$ cat src/rtl/cyclic_lamp_timed.sv
// Timed RED -> GREEN -> YELLOW lamp cycler with advance enable and a latched pedestrian request.
// Define FLASH_MODE_EN to add the flash input and the flashing YELLOW/OFF override.
module cyclic_lamp_timed #(
  parameter int GREEN_CYC  = 8,
  parameter int YELLOW_CYC = 3,
  parameter int RED_CYC    = 6,
  parameter int MIN_GREEN  = 4,
`ifdef FLASH_MODE_EN
  parameter int FLASH_CYC  = 4,
`endif
  parameter int CNT_W      = 8
) (
  input  logic       clk,
  input  logic       rst,
  input  logic       en,
  input  logic       ped_req,
`ifdef FLASH_MODE_EN
  input  logic       flash,
`endif
  output logic [2:0] light,
  output logic       walk,
  output logic       ped_ack
);

  typedef enum logic [2:0] {
    ST_RED       = 3'd0,
    ST_GREEN     = 3'd1,
    ST_YELLOW    = 3'd2,
    ST_FLASH_ON  = 3'd3,
    ST_FLASH_OFF = 3'd4
  } state_t;

  localparam logic [2:0] LIGHT_RED    = 3'b000;
  localparam logic [2:0] LIGHT_GREEN  = 3'b001;
  localparam logic [2:0] LIGHT_YELLOW = 3'b010;
`ifdef FLASH_MODE_EN
  localparam logic [2:0] LIGHT_OFF    = 3'b011;
  localparam logic [CNT_W-1:0] FLASH_LAST = CNT_W'(FLASH_CYC - 1);
`endif

  localparam logic [CNT_W-1:0] CNT_ONE        = CNT_W'(1);
  localparam logic [CNT_W-1:0] RED_LAST       = CNT_W'(RED_CYC - 1);
  localparam logic [CNT_W-1:0] GREEN_LAST     = CNT_W'(GREEN_CYC - 1);
  localparam logic [CNT_W-1:0] YELLOW_LAST    = CNT_W'(YELLOW_CYC - 1);
  localparam logic [CNT_W-1:0] MIN_GREEN_LAST = CNT_W'(MIN_GREEN - 1);

  state_t           state_r;
  state_t           state_nxt_s;
  logic [CNT_W-1:0] cnt_r;
  logic [CNT_W-1:0] cnt_nxt_s;
  logic             pend_r;
  logic             pend_nxt_s;
  logic             req_s;
  logic             serve_s;
  logic             phase_done_s;
  logic [2:0]       light_r;
  logic [2:0]       light_nxt_s;
  logic             walk_r;
  logic             walk_nxt_s;
  logic             ack_r;
  logic             ack_nxt_s;

  // Last counter value of the dwell belonging to a state.
  function automatic logic [CNT_W-1:0] last_cnt(input state_t st);
    logic [CNT_W-1:0] v;
    case (st)
      ST_RED:       v = RED_LAST;
      ST_GREEN:     v = GREEN_LAST;
      ST_YELLOW:    v = YELLOW_LAST;
`ifdef FLASH_MODE_EN
      ST_FLASH_ON:  v = FLASH_LAST;
      ST_FLASH_OFF: v = FLASH_LAST;
`endif
      default:      v = {CNT_W{1'b0}};
    endcase
    return v;
  endfunction

  // Lamp code shown while in a state.
  function automatic logic [2:0] light_code(input state_t st);
    logic [2:0] v;
    case (st)
      ST_RED:       v = LIGHT_RED;
      ST_GREEN:     v = LIGHT_GREEN;
      ST_YELLOW:    v = LIGHT_YELLOW;
`ifdef FLASH_MODE_EN
      ST_FLASH_ON:  v = LIGHT_YELLOW;
      ST_FLASH_OFF: v = LIGHT_OFF;
`endif
      default:      v = LIGHT_RED;
    endcase
    return v;
  endfunction

  assign req_s = pend_r | ped_req;

  // A GREEN dwell may be cut short once MIN_GREEN cycles have elapsed with a request waiting.
  assign phase_done_s = (cnt_r == last_cnt(state_r)) ||
                        ((state_r == ST_GREEN) && req_s && (cnt_r >= MIN_GREEN_LAST));

  // State, counter, request latch and registered lamp outputs.
  always_ff @(posedge clk) begin
    if (rst) begin
      state_r <= ST_RED;
      cnt_r   <= {CNT_W{1'b0}};
      pend_r  <= 1'b0;
      light_r <= LIGHT_RED;
      walk_r  <= 1'b0;
      ack_r   <= 1'b0;
    end else begin
      state_r <= state_nxt_s;
      cnt_r   <= cnt_nxt_s;
      pend_r  <= pend_nxt_s;
      light_r <= light_nxt_s;
      walk_r  <= walk_nxt_s;
      ack_r   <= ack_nxt_s;
    end
  end

  // Next state and counter; the request is served on the YELLOW -> RED edge only.
  always_comb begin
    state_nxt_s = state_r;
    cnt_nxt_s   = cnt_r;
    serve_s     = 1'b0;
    if (en) begin
      if (phase_done_s) begin
        cnt_nxt_s = {CNT_W{1'b0}};
        case (state_r)
          ST_RED:    state_nxt_s = ST_GREEN;
          ST_GREEN:  state_nxt_s = ST_YELLOW;
          ST_YELLOW: begin
            state_nxt_s = ST_RED;
            serve_s     = req_s;
          end
          default:   state_nxt_s = ST_RED;
        endcase
      end else begin
        cnt_nxt_s = cnt_r + CNT_ONE;
      end
    end else begin
      cnt_nxt_s = cnt_r;
    end
`ifdef FLASH_MODE_EN
    // Flash overrides normal cycling and ignores en; leaving flash never serves a request.
    if (flash) begin
      serve_s = 1'b0;
      if ((state_r == ST_FLASH_ON) || (state_r == ST_FLASH_OFF)) begin
        if (cnt_r == FLASH_LAST) begin
          state_nxt_s = (state_r == ST_FLASH_ON) ? ST_FLASH_OFF : ST_FLASH_ON;
          cnt_nxt_s   = {CNT_W{1'b0}};
        end else begin
          state_nxt_s = state_r;
          cnt_nxt_s   = cnt_r + CNT_ONE;
        end
      end else begin
        state_nxt_s = ST_FLASH_ON;
        cnt_nxt_s   = {CNT_W{1'b0}};
      end
    end else if ((state_r == ST_FLASH_ON) || (state_r == ST_FLASH_OFF)) begin
      serve_s     = 1'b0;
      state_nxt_s = ST_RED;
      cnt_nxt_s   = {CNT_W{1'b0}};
    end else begin
      serve_s = serve_s;
    end
`endif
  end

  // Next lamp outputs and request latch, derived from the chosen transition.
  always_comb begin
    light_nxt_s = light_code(state_nxt_s);
    ack_nxt_s   = serve_s;
    pend_nxt_s  = req_s & ~serve_s;
    if (state_nxt_s != ST_RED) begin
      walk_nxt_s = 1'b0;
    end else if (state_r == ST_RED) begin
      walk_nxt_s = walk_r;
    end else begin
      walk_nxt_s = serve_s;
    end
  end

  assign light   = light_r;
  assign walk    = walk_r;
  assign ped_ack = ack_r;

endmodule

$ cat config.mk
export PLATFORM = sky130hd
export DESIGN_NAME = cyclic_lamp_timed
export DESIGN_NICKNAME = d
export VERILOG_FILES = /design/src/rtl/cyclic_lamp_timed.sv
export SDC_FILE = /design/constraint.sdc
export NUM_CORES = 1
export LEC_CHECK = 0
export CORE_MARGIN = 2
export CORE_UTILIZATION = 40
export DETAILED_ROUTE_END_ITERATION = 12
export PLACE_DENSITY = 0.6
export SYNTH_ARGS = -nofsm -noshare
export SYNTH_HDL_FRONTEND = slang
export SYNTH_SLANG_ARGS = --single-unit
$ cat constraint.sdc
create_clock -name clk -period 3.6 [get_ports clk]
set_input_delay 0.54 -clock clk [delete_from_list [all_inputs] [get_ports clk]]
set_output_delay 0.54 -clock clk [all_outputs]
set_load 0.03 [all_outputs]
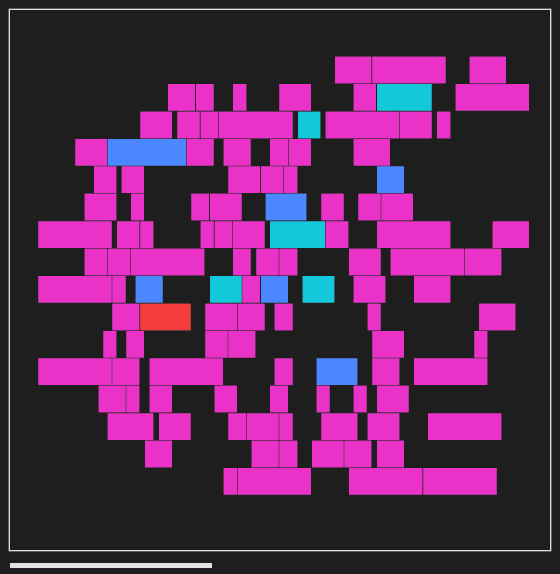
*Cell sizes after repair, run 1*
Bar = 20 microns.
x6 and larger -> red  # cells 1, share 0.88%, most used clkbuf_8
x2 -> cyan  # cells 5, share 4.4%, most used or3b_2
x1 and smaller -> magenta  # cells 101, share 89%, most used dfxtp_1
x3 and x4 -> blue  # cells 6, share 5.3%, most used clkbuf_4
Finished Cell Area: 0.00106 sq mm
Non-clock buffers: 7
Layout area overhead: 8.28%

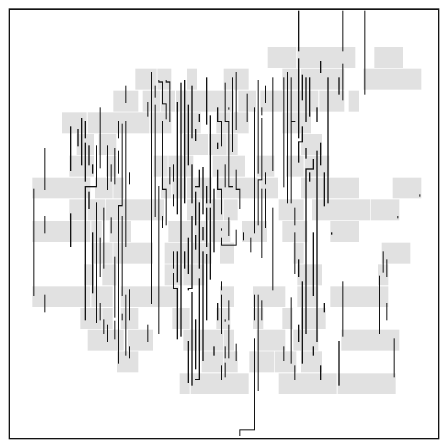
*Signal wires on met2, run 1*
Cells faint in the background.
longest straight run = 31.6 microns
main direction = vertical
share of all routed wire = 46%
wire length on this layer = 1000 microns
DR vias: 857
met2 usage: 0.298
Post-Route WL: 2.19 mm

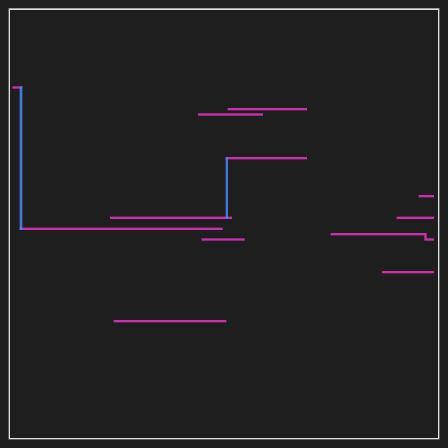
*Signal wires by layer, run 1*
Only two layers are drawn.
M4 -> blue  # wire length 25.2 microns
M3 -> magenta  # wire length 113 microns
Total GRT Usage: 0.182
WL per Instance: 15.6 microns

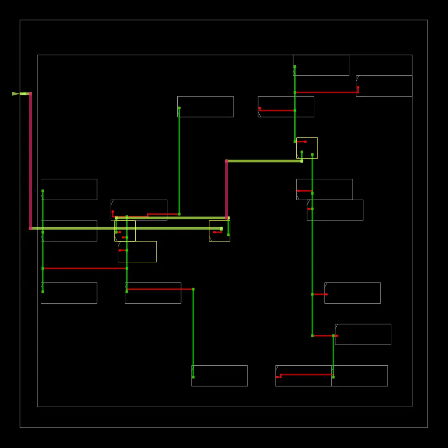
*The clock network, run 1*
worst skew pair latency: 290 ps
Max Clock Skew: 4.51 ps
Clk power: 0.122 mW
Flops: 16

run 1: state kept, by name, summed over array words and instances (netlist names):
signal   cells
pend_r       1
ped_ack      1
state_r      3
cnt_r        8
light        2
walk         1
run 1: critical path, cell delays in order:
cell	delay, ps
clkdlybuf4s50_1	920
nor4b_2	480
a31oi_1	140
a311oi_1	210
run 1: cells in the mapped netlist (2+ instances only):
master / n / area share
o22a_1: 2 / 0.018
a21oi_1: 3 / 0.015
o22ai_1: 3 / 0.019
or3_1: 2 / 0.013
nor2_1: 4 / 0.015
a31oi_1: 2 / 0.013
dfxtp_1: 16 / 0.33
a21o_1: 2 / 0.015
buf_6: 2 / 0.023
or3b_2: 2 / 0.018
clkbuf_1: 4 / 0.015
nor3_1: 8 / 0.041
xor2_1: 2 / 0.018
buf_2: 2 / 0.010
nand2_1: 6 / 0.023
a311oi_1: 2 / 0.018
nand4_1: 5 / 0.032
or3_4: 2 / 0.023
inv_1: 4 / 0.015
nand3_1: 2 / 0.010
a211oi_1: 6 / 0.046
nand3b_1: 2 / 0.015
nor4b_1: 2 / 0.018
o311ai_0: 5 / 0.045
nand2b_1: 2 / 0.013
xnor2_1: 3 / 0.027
run 1: area by class of cell:
cell class | instances | area, sq um | area share
Multi-Input combinational cell | 82 | 587 | 0.552
Timing Repair Buffer | 7 | 70.1 | 0.0659
Clock buffer | 4 | 36.3 | 0.0341
Tap cell | 28 | 35.0 | 0.0329
Inverter | 4 | 15.0 | 0.0141
Sequential cell | 16 | 320 | 0.301
run 1: power groups by stage:
stage	Combinational, mW	Sequential [mW]	Clock [mW]
floorplan	0.0207	0.187	0
global placement	0.0248	0.189	0
detailed placement	0.0257	0.190	0
CTS	0.0259	0.185	0.126
global route	0.0289	0.186	0.138
finish	0.0258	0.185	0.122
run 1: worst max path at each step:
stage,end,slack (ps),cells after the start
CTS,light[0],1530,4
detailed placement,light[0],1220,4
floorplan,light[0],1930,5
finish,light[0],1520,4
global route,light[0],1370,4
global placement,light[0],1290,4
run 1: through the flow:
step / area, sq um / power, mW / utilization / hold slack (ps) / instances
global route: 1060 / 0.352 / 0.467 / 609 / 141
detailed placement: 1030 / 0.215 / 0.451 / 528 / 137
finish: 1060 / 0.333 / 0.467 / 565 / 141
floorplan: 982 / 0.208 / - / 469 / 112
CTS: 1060 / 0.337 / 0.467 / 557 / 141
global placement: 1030 / 0.214 / 0.451 / 530 / 137
run 1: cell usage in the layout (no fill, tap or decap), types with 2 or more instances in the layout:
cell type	count
clkdlybuf4s50_1	7
nand2_1	6
a311oi_1	2
or3_4	2
nand3b_1	2
or3b_2	2
o22ai_1	3
xor2_1	2
dfxtp_1	16
o22a_1	2
a21oi_1	3
nand3_1	2
inv_1	4
nand2b_1	2
nor2_1	4
a31oi_1	2
a211oi_1	6
xnor2_1	3
clkbuf_4	3
nor4b_1	2
or3_1	2
nor3_1	8
nand4_1	5
a21o_1	2
o311ai_0	5
run 1: cells by family after synthesis:
family                     count (synthesis)  synth area share
DFF                                       16             0.326
adders and majority gates                  1            0.0127
and+or+nand+nor                           43             0.271
xor gates and xnor gates                   5            0.0446
AOI/OAI and AO/OA                         32             0.265
buffers and inverters                     14            0.0764
other                                      1           0.00382
==> flow_metrics.env, run 1 <==
# yosys + openroad results
export IMPL_slew_headroom=0.517
export IMPL_setup_worst_path_start="en"
export IMPL_ctsResizeCount=0
export IMPL_worstPathMaxFanout=23
export IMPL_initCoreUtil=0.432
export IMPL_grtUsageMet1=0.221
export IMPL_finalCritPeriodShare=0.578
export IMPL_cts_root_buffer="clkbuf_4"
export IMPL_reg2reg_slack_ps=1610
export IMPL_edf_count=0
export IMPL_grt_max_degree=24
export IMPL_warnings=26
export IMPL_yosys_stat_seqShare=0.326
export IMPL_rr_worst_depth=4
export IMPL_worst_slack_ps=1520
export IMPL_viasPerCell=6.08
export IMPL_max_vdd_ir_drop_mv=0.262
export IMPL_fp_dieH_microns=53.6
export IMPL_post_cts_setup_buffers=0
export IMPL_setup_viol=0
export IMPL_io_pins=9
export IMPL_num_antenna_cells=0
export IMPL_final_net_count=119
export IMPL_p_sw_frac=0.244
export IMPL_r2r_end="pend_r"
export IMPL_tightest_slew_ps=723
export IMPL_met3_usage=0.0611
export IMPL_tritoncts="yes"
export IMPL_die_w_microns=53.6
export IMPL_synth_cells=112
export IMPL_ys_chip_area_sq_um=982
export IMPL_worstHoldPathType="register to register"
export IMPL_portBuffers=7
export IMPL_ant_nets=0
export IMPL_clock_power_share=0.366
export IMPL_drive_above_1_share=0.106
export IMPL_worstHoldStart="state_r[2]"
export IMPL_yosys_cell_types_count=43
export IMPL_antenna_found_initial=0
export IMPL_cts_max_path_buffers=2
export IMPL_fill_cells=232
export IMPL_min_to="state_r[2]"
export IMPL_p_int_mw=0.252
export IMPL_synth_flops=16
export IMPL_first_pass_iters=4
export IMPL_tns_ps=0
export IMPL_worstReg2RegStart="cnt_r[4]"
export IMPL_route_met2_wl_mm=1.00
export IMPL_p_seq_frac=0.556
export IMPL_yosys_cells=112
export IMPL_syn_nets=117
export IMPL_top_layer_used="met4"
export IMPL_slew_violations=0
export IMPL_path_class="input port to register"
export IMPL_leakage_nw=0.336
export IMPL_rows=17
export IMPL_wl_met1_mm=1.05
export IMPL_arrival_ps=2290
export IMPL_placement_setup_worst_slack_ps=1220
export IMPL_clk_pin_slew_worst_paths_ps=100
export IMPL_rsz0062_at_grt="false"
export IMPL_core_region_area_sq_mm=0.00228
export IMPL_power_density_mw_per_mm2=313
export IMPL_grt_pass1_wl_mm=3.64
export IMPL_status="finished, final reports clean"
export IMPL_dieArea_sq_mm=0.00287
export IMPL_cp_required_ps=3810
export IMPL_cap_viol_max_count=0
export IMPL_p_sw_mw=0.0813
export IMPL_avgSynthCellArea_sq_um=8.77
export IMPL_gp_congestion=0.782
==> inputs of run 2 (changes only) <==
--- a/config.mk
+++ b/config.mk
@@ -8,7 +8,7 @@
 export CORE_MARGIN = 2
 export CORE_UTILIZATION = 40
 export DETAILED_ROUTE_END_ITERATION = 12
-export PLACE_DENSITY = 0.6
+export PLACE_DENSITY = 0.62
 export SYNTH_ARGS = -nofsm -noshare
 export SYNTH_HDL_FRONTEND = slang
 export SYNTH_SLANG_ARGS = --single-unit
==> constraint.sdc (replaced) <==
create_clock -name clk -period 1.9 [get_ports clk]
set_input_delay 0.285 -clock clk [delete_from_list [all_inputs] [get_ports clk]]
set_output_delay 0.285 -clock clk [all_outputs]
set_load 0.03 [all_outputs]
==> run 2 against run 1 <==
First-iteration DRC count grew 89%. Die size is the same. Sequential share of layout area shrank 2.2 points. Register-to-register slack lost 1500 ps. Flip-flop count is the same. Worst hold slack lost 29 ps. Via count grew 5.4%. Combinational power grew to 2.6 times the previous value. Critical path type is now register to register. Largest cell class unchanged. Highest routed layer unchanged.
==> flow_metrics.env, run 2 <==
# yosys + openroad results
export IMPL_path_class="register to register"
export IMPL_clock_power_share=0.357
export IMPL_ctsHoldBuffers=0
export IMPL_post_cts_setup_buffers=0
export IMPL_io_pins=9
export IMPL_arrival_ps=1990
export IMPL_yosysMostFrequentCell="dfxtp_1"
export IMPL_grt_max_degree=16
export IMPL_setup_worst_path_start="cnt_r[7]"
export IMPL_fin_util=0.504
export IMPL_top_area_frac=0.326
export IMPL_synth_flops=16
export IMPL_tns_ps=0
export IMPL_worstHoldPathType="register to register"
export IMPL_layout_top_cell="dfxtp_1"
export IMPL_track_usage=0.168
export IMPL_p_int_mw=0.487
export IMPL_hold_viol=0
export IMPL_placement_setup_worst_slack_ps=94.2
export IMPL_lay_top_cells="16 x dfxtp_1, 9 x buf_4, 8 x nor3_1"
export IMPL_synth_area_sq_um=982
export IMPL_gp_congestion=0.805
export IMPL_cts_max_path_buffers=2
export IMPL_antenna_found_initial=0
export IMPL_p_sw_frac=0.237
export IMPL_grt_pass1_wl_mm=3.39
export IMPL_fin_skew_ps=8.75
export IMPL_clk_latency_ps=290
export IMPL_rsz0062_at_grt="false"
export IMPL_worstReg2RegStart="cnt_r[7]"
export IMPL_yosys_cell_types_count=43
export IMPL_max_vdd_ir_drop_mv=0.423
export IMPL_ctsResizeCount=0
export IMPL_avgSynthCellArea_sq_um=8.77
export IMPL_max_freq_mhz=554
export IMPL_routedWlPerCell_microns=13.7
export IMPL_fp_dieH_microns=53.6
export IMPL_tritoncts="yes"
export IMPL_leakage_nw=0.390
export IMPL_core_region_area_sq_mm=0.00228
export IMPL_totalPowerFinal_mw=0.639
export IMPL_cp_end_kind="register"
export IMPL_comb_power_share=0.103
export IMPL_place_area_sq_mm=0.00110
export IMPL_p_seq_frac=0.540
export IMPL_crit_path_top_delay_cell="or3_4"
export IMPL_dp_final_hpwl_mm=1.59
export IMPL_p_sw_mw=0.152
export IMPL_cts_made_buffers=3
export IMPL_clock_sinks=16
export IMPL_clk_pin_slew_worst_paths_ps=100
export IMPL_top_area_cell="dfxtp_1"
export IMPL_viasPerCell=5.98
export IMPL_cp_required_ps=2080
export IMPL_synth_cells=112
export IMPL_cp_slowest_stage_delay_ps=400
export IMPL_warnings=26
export IMPL_drc=0
export IMPL_worstSetupStartpointType="register"
export IMPL_path_cells="or3_4 > or3_4 > o31ai_4 > buf_6 > a211oi_1"
export IMPL_largest_reg_flops=8
export IMPL_drt_initial_drc_count=34
export IMPL_yosys_stat_seqShare=0.326
export IMPL_finalCritPeriodShare=0.950
export IMPL_htreeDepth=1
export IMPL_yosysWarningCount=0
export IMPL_cap_viol_max_count=0
export IMPL_setup_viol=0
export IMPL_ys_chip_area_sq_um=982
export IMPL_common_cells="16 x dfxtp_1, 8 x nor3_1, 6 x a211oi_1, 6 x nand2_1"
export IMPL_worstPathMaxFanout=8
export IMPL_worst_slack_ps=95.5
export IMPL_worstHoldStart="state_r[2]"
export IMPL_dieArea_sq_mm=0.00287
export IMPL_crit_top_cell="or3_4"
export IMPL_slew_violations=0
export IMPL_final_cell_area_sq_mm=0.00115
export IMPL_final_net_count=129
export IMPL_top_register="cnt_r"
export IMPL_portBuffers=7
export IMPL_grt_ovfl_total=0
export IMPL_yosys_cells=112
export IMPL_async_flop_share=0
export IMPL_syn_nets=117
export IMPL_die_w_microns=53.6
export IMPL_area_growth_pct=16.8
export IMPL_ys_flop_type="dfxtp_1"
export IMPL_grt_pass1_vias=735
export IMPL_drive_above_1_share=0.187
export IMPL_topCellsByArea="dfxtp_1 33%, a211oi_1 4.6%, o311ai_0 4.5%"
export IMPL_status="finished, final reports clean"
export IMPL_first_pass_iters=4
export IMPL_finalCriticalPeriod_ps=1800
export IMPL_num_antenna_cells=0
export IMPL_ant_nets=0
export IMPL_rows=17
export IMPL_edf_count=0
export IMPL_initCoreUtil=0.432
export IMPL_power_density_mw_per_mm2=557
export IMPL_cts_root_buffer="clkbuf_4"
## run 2: cell counts after synthesis
Identical to the previous run, type by type.
## run 2: cell families after synthesis
| kind of cell | after synthesis | share of synthesized area |
|---|---|---|
| AND/OR/NAND/NOR | 43 | 0.271 |
| AND-OR/OR-AND | 32 | 0.265 |
| flip-flops | 16 | 0.326 |
| buffers and inverters | 14 | 0.0764 |
| XOR/XNOR | 5 | 0.0446 |
| adder cells (fa/ha/maj) | 1 | 0.0127 |
| other | 1 | 0.00382 |
## run 2: cell type report
class	instances	area, sq um
sequential	16	320
multi-input combinational	82	592
inverter	4	15.0
tap	28	35.0
fill	217	1130
clock buffer	4	36.3
timing repair buffer	17	149
## run 2: power groups by stage
stage | logic [mW] | clock network (mW) | registers [mW]
final | 0.0658 | 0.228 | 0.345
after global routing | 0.0733 | 0.253 | 0.347
after CTS | 0.0659 | 0.235 | 0.346
after detailed placement | 0.0658 | 0 | 0.353
after global placement | 0.0645 | 0 | 0.353
after floorplan | 0.0393 | 0 | 0.354
## run 2: stage by stage
step	instances	hold slack [ps]
2_1_floorplan	112	447
3_3_place_gp	147	519
3_5_place_dp	147	516
4_1_cts	151	531
5_1_grt	151	570
6_report	151	536
## run 2: worst paths after layout
kind	slack (ps)	cells past startpoint	end
min	540	2	state_r[2]
max reg2reg	100	5	cnt_r[4]
min reg2reg	540	2	state_r[2]
max	100	5	cnt_r[4]
## run 2: worst max-delay path: cells and delay by family, from the launching register on
kind	cells	cell delay, ps
and+or+nand+nor	2	770
buffers and inverters	1	180
AOI/OAI and AO/OA	2	400
DFF	1	340
## run 2: layer usage
metal / wire length [microns] / GRT usage / up-vias
li1: - / - / 459
met2: 962 / 0.263 / 13
met5: 0 / 0 / -
met3: 80 / 0.0583 / 2
met4: 17 / 0.0513 / 0
met1: 1000 / 0.218 / 429
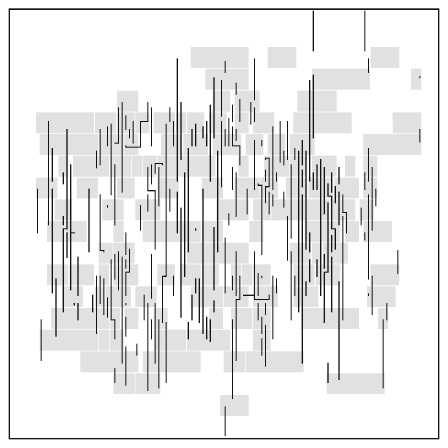
*Signal wires on met2, run 2*
Cells faint in the background.
main direction = vertical
share of all routed wire = 47%
longest straight run = 21.1 microns
wire length on this layer = 963 microns
nets with wire on the layer = 115
met2 usage: 0.263
Post-Route WL: 2.06 mm
DR vias: 903

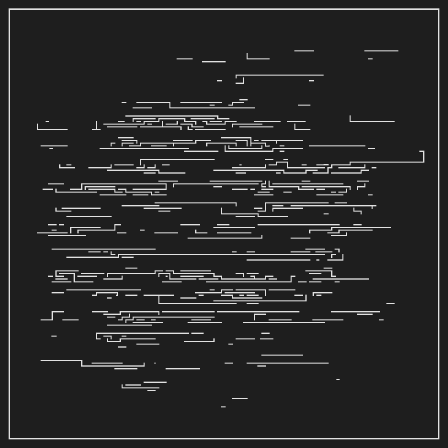
*The metal 1 layer, run 2*
nets with wire on the layer = 117
share of all routed wire = 49%
wire length on this layer = 1000 microns
main direction = horizontal

==> inputs of run 3 (changes only) <==
--- a/config.mk
+++ b/config.mk
@@ -8,6 +8,7 @@
 export CORE_MARGIN = 2
 export CORE_UTILIZATION = 40
 export DETAILED_ROUTE_END_ITERATION = 12
+export HOLD_SLACK_MARGIN = 0.06
 export PLACE_DENSITY = 0.62
 export SYNTH_ARGS = -nofsm -noshare
 export SYNTH_HDL_FRONTEND = slang
==> run 3 against run 2 <==
Clock skew stayed put. Final cell count did not move. Non-clock buffer count unchanged. Setup slack unchanged. First-iteration DRC count unchanged. Sequential share of layout area unchanged. Clock power about the same. Die size stayed put. Critical path type unchanged. Largest power group unchanged. Highest routed layer unchanged.
==> flow_metrics.env, run 3 <==
# yosys + openroad results
export IMPL_num_vias=903
export IMPL_dieArea_sq_mm=0.00287
export IMPL_hold_viol=0
export IMPL_fp_dieH_microns=53.6
export IMPL_synth_cells=112
export IMPL_first_pass_iters=4
export IMPL_tritoncts="yes"
export IMPL_clk_latency_ps=290
export IMPL_initCoreUtil=0.432
export IMPL_p_int_mw=0.487
export IMPL_antenna_found_initial=0
export IMPL_drt_initial_drc_count=34
export IMPL_syn_nets=117
export IMPL_ys_flop_type="dfxtp_1"
export IMPL_num_antenna_cells=0
export IMPL_clock_power_share=0.357
export IMPL_largest_reg_flops=8
export IMPL_whs_ps=536
export IMPL_comb_power_share=0.103
export IMPL_cp_slowest_stage_delay_ps=400
export IMPL_rsz0062_at_grt="false"
export IMPL_placement_setup_worst_slack_ps=94.2
export IMPL_setup_viol=0
export IMPL_clk_pin_slew_worst_paths_ps=100
export IMPL_die_w_microns=53.6
export IMPL_io_pins=9
export IMPL_track_usage=0.168
export IMPL_grt_pass1_vias=735
export IMPL_dp_final_hpwl_mm=1.59
export IMPL_fin_skew_ps=8.75
export IMPL_place_area_sq_mm=0.00110
export IMPL_synth_flops=16
export IMPL_crit_path_top_delay_cell="or3_4"
export IMPL_path_class="register to register"
export IMPL_top_register="cnt_r"
export IMPL_common_cells="16 x dfxtp_1, 8 x nor3_1, 6 x a211oi_1, 6 x nand2_1"
export IMPL_cts_max_path_buffers=2
export IMPL_worstSetupStartpointType="register"
export IMPL_rows=17
export IMPL_lay_top_cells="16 x dfxtp_1, 9 x buf_4, 8 x nor3_1"
export IMPL_yosys_cells=112
export IMPL_slew_violations=0
export IMPL_layout_top_cell="dfxtp_1"
export IMPL_routedWlPerCell_microns=13.7
export IMPL_grt_ovfl_total=0
export IMPL_edf_count=0
export IMPL_avgSynthCellArea_sq_um=8.77
export IMPL_cp_end_kind="register"
export IMPL_max_vdd_ir_drop_mv=0.423
export IMPL_grt_max_degree=16
export IMPL_cp_required_ps=2080
export IMPL_crit_top_cell="or3_4"
export IMPL_p_sw_frac=0.237
export IMPL_leakage_nw=0.390
export IMPL_fin_util=0.504
export IMPL_ys_chip_area_sq_um=982
export IMPL_async_flop_share=0
export IMPL_top_area_frac=0.326
export IMPL_htreeDepth=1
export IMPL_gp_congestion=0.805
export IMPL_worstPathMaxFanout=8
export IMPL_top_area_cell="dfxtp_1"
export IMPL_status="finished, final reports clean"
export IMPL_tns_ps=0
export IMPL_finalCriticalPeriod_ps=1800
export IMPL_portBuffers=7
export IMPL_path_cells="or3_4 > or3_4 > o31ai_4 > buf_6 > a211oi_1"
export IMPL_drc=0
export IMPL_clock_sinks=16
export IMPL_p_sw_mw=0.152
export IMPL_warnings=26
export IMPL_yosysMostFrequentCell="dfxtp_1"
export IMPL_cts_root_buffer="clkbuf_4"
export IMPL_arrival_ps=1990
export IMPL_wl_mm=2.06
export IMPL_cap_viol_max_count=0
export IMPL_ctsHoldBuffers=0
export IMPL_synth_area_sq_um=982
export IMPL_cts_made_buffers=3
export IMPL_ant_nets=0
export IMPL_yosys_cell_types_count=43
export IMPL_final_net_count=129
export IMPL_p_seq_frac=0.540
export IMPL_topCellsByArea="dfxtp_1 33%, a211oi_1 4.6%, o311ai_0 4.5%"
export IMPL_worstHoldPathType="register to register"
export IMPL_power_density_mw_per_mm2=557
export IMPL_grt_pass1_wl_mm=3.39
export IMPL_drive_above_1_share=0.187
export IMPL_fill_cells=217
export IMPL_yosysWarningCount=0
export IMPL_max_freq_mhz=554
export IMPL_finalCritPeriodShare=0.950
export IMPL_yosys_stat_seqShare=0.326
export IMPL_core_region_area_sq_mm=0.00228
==> run 3: cell counts after synthesis <==
No cell type changed its count.
==> run 3: power by group through the flow <==
stage	registers, mW	clock network [mW]	logic (mW)
finish	0.345	0.228	0.0658
global route	0.347	0.253	0.0733
CTS	0.346	0.235	0.0659
detailed placement	0.353	0	0.0658
global placement	0.353	0	0.0645
floorplan	0.354	0	0.0393
==> run 3: final cells by class <==
type / count / area (sq um) / share of cell area
clock buffer: 4 / 36.3 / 0.0316
inverter: 4 / 15.0 / 0.0131
multi-input combinational: 82 / 592 / 0.516
sequential: 16 / 320 / 0.279
tap: 28 / 35.0 / 0.0305
timing repair buffer: 17 / 149 / 0.130
==> run 3: kinds of logic (layout without fill, tap and decap cells) <==
logic type	Yosys count	after routing	share of synthesized area
other	1	1	0.00382
AND/OR/NAND/NOR	43	43	0.271
AND-OR/OR-AND	32	32	0.265
buffers and inverters	14	25	0.0764
adder cells (fa/ha/maj)	1	1	0.0127
XOR/XNOR	5	5	0.0446
flip-flops	16	16	0.326
==> run 3: final timing paths <==
path / startpoint / end / slack, ps / cells after the start
worst max-delay path: cnt_r[7] / cnt_r[4] / 100 / 5
worst max register to register: cnt_r[7] / cnt_r[4] / 100 / 5
worst min register to register: state_r[2] / state_r[2] / 540 / 2
worst min-delay path: state_r[2] / state_r[2] / 540 / 2
==> run 3: layer usage <==
| layer | vias up | GRT usage | routed length (microns) |
|---|---|---|---|
| li1 | 459 | - | - |
| met1 | 429 | 0.218 | 1000 |
| met2 | 13 | 0.263 | 962 |
| met3 | 2 | 0.0583 | 80 |
| met4 | 0 | 0.0513 | 17 |
| met5 | - | 0 | 0 |
==> run 3: repair_timing <==
action                                  CTS  global route
endpoints found under the setup margin    0             2
buffers inserted                          0             0
hold endpoints to repair                  0             0
resized                                   0             2
==> run 3: worst max-delay path: cells and delay by family (launching register included) <==
kind	cells	cell delay [ps]
flops	1	340
simple gates	2	770
compound gates	2	400
buf+inv	1	180
==> run 3: through the flow <==
stage | total power, mW | cells
final | 0.639 | 151
after global routing | 0.672 | 151
after CTS | 0.647 | 151
after detailed placement | 0.419 | 147
after global placement | 0.418 | 147
after floorplan | 0.393 | 112
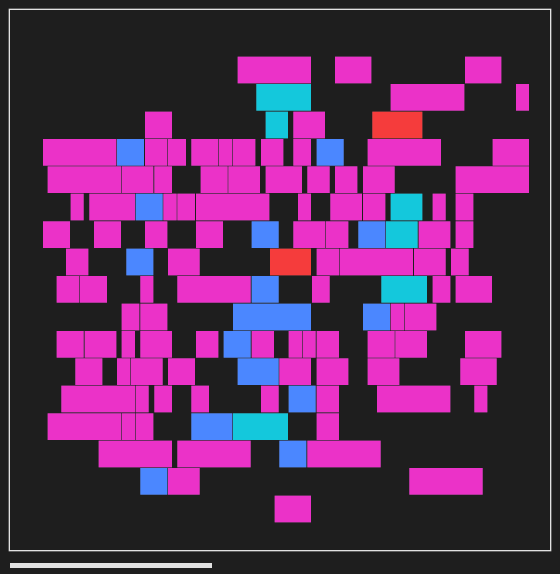
*Cell sizes after repair, run 3*
Bar = 20 microns.
x6 and larger -> red  # cells 2, share 1.6%
x3 and x4 -> blue  # cells 15, share 12%, most used buf_4
x1 and smaller -> magenta  # cells 100, share 81%, most used dfxtp_1
x2 -> cyan  # cells 6, share 4.9%, most used or3b_2
setup ws final: 95.5 ps
Finished Cell Area: 0.00115 sq mm
Layout area overhead: 16.8%
Non-clock buffers: 17

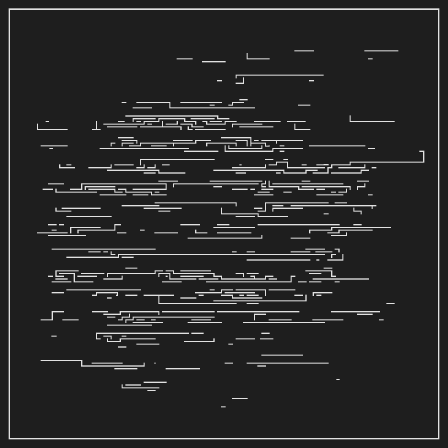
*The metal 1 layer, run 3*
longest straight run = 25.8 microns
main direction = horizontal
nets with wire on the layer = 117
share of all routed wire = 49%
met1 Use GR: 0.218

Power figures rest on the tool's default switching activity, not on a simulated workload.
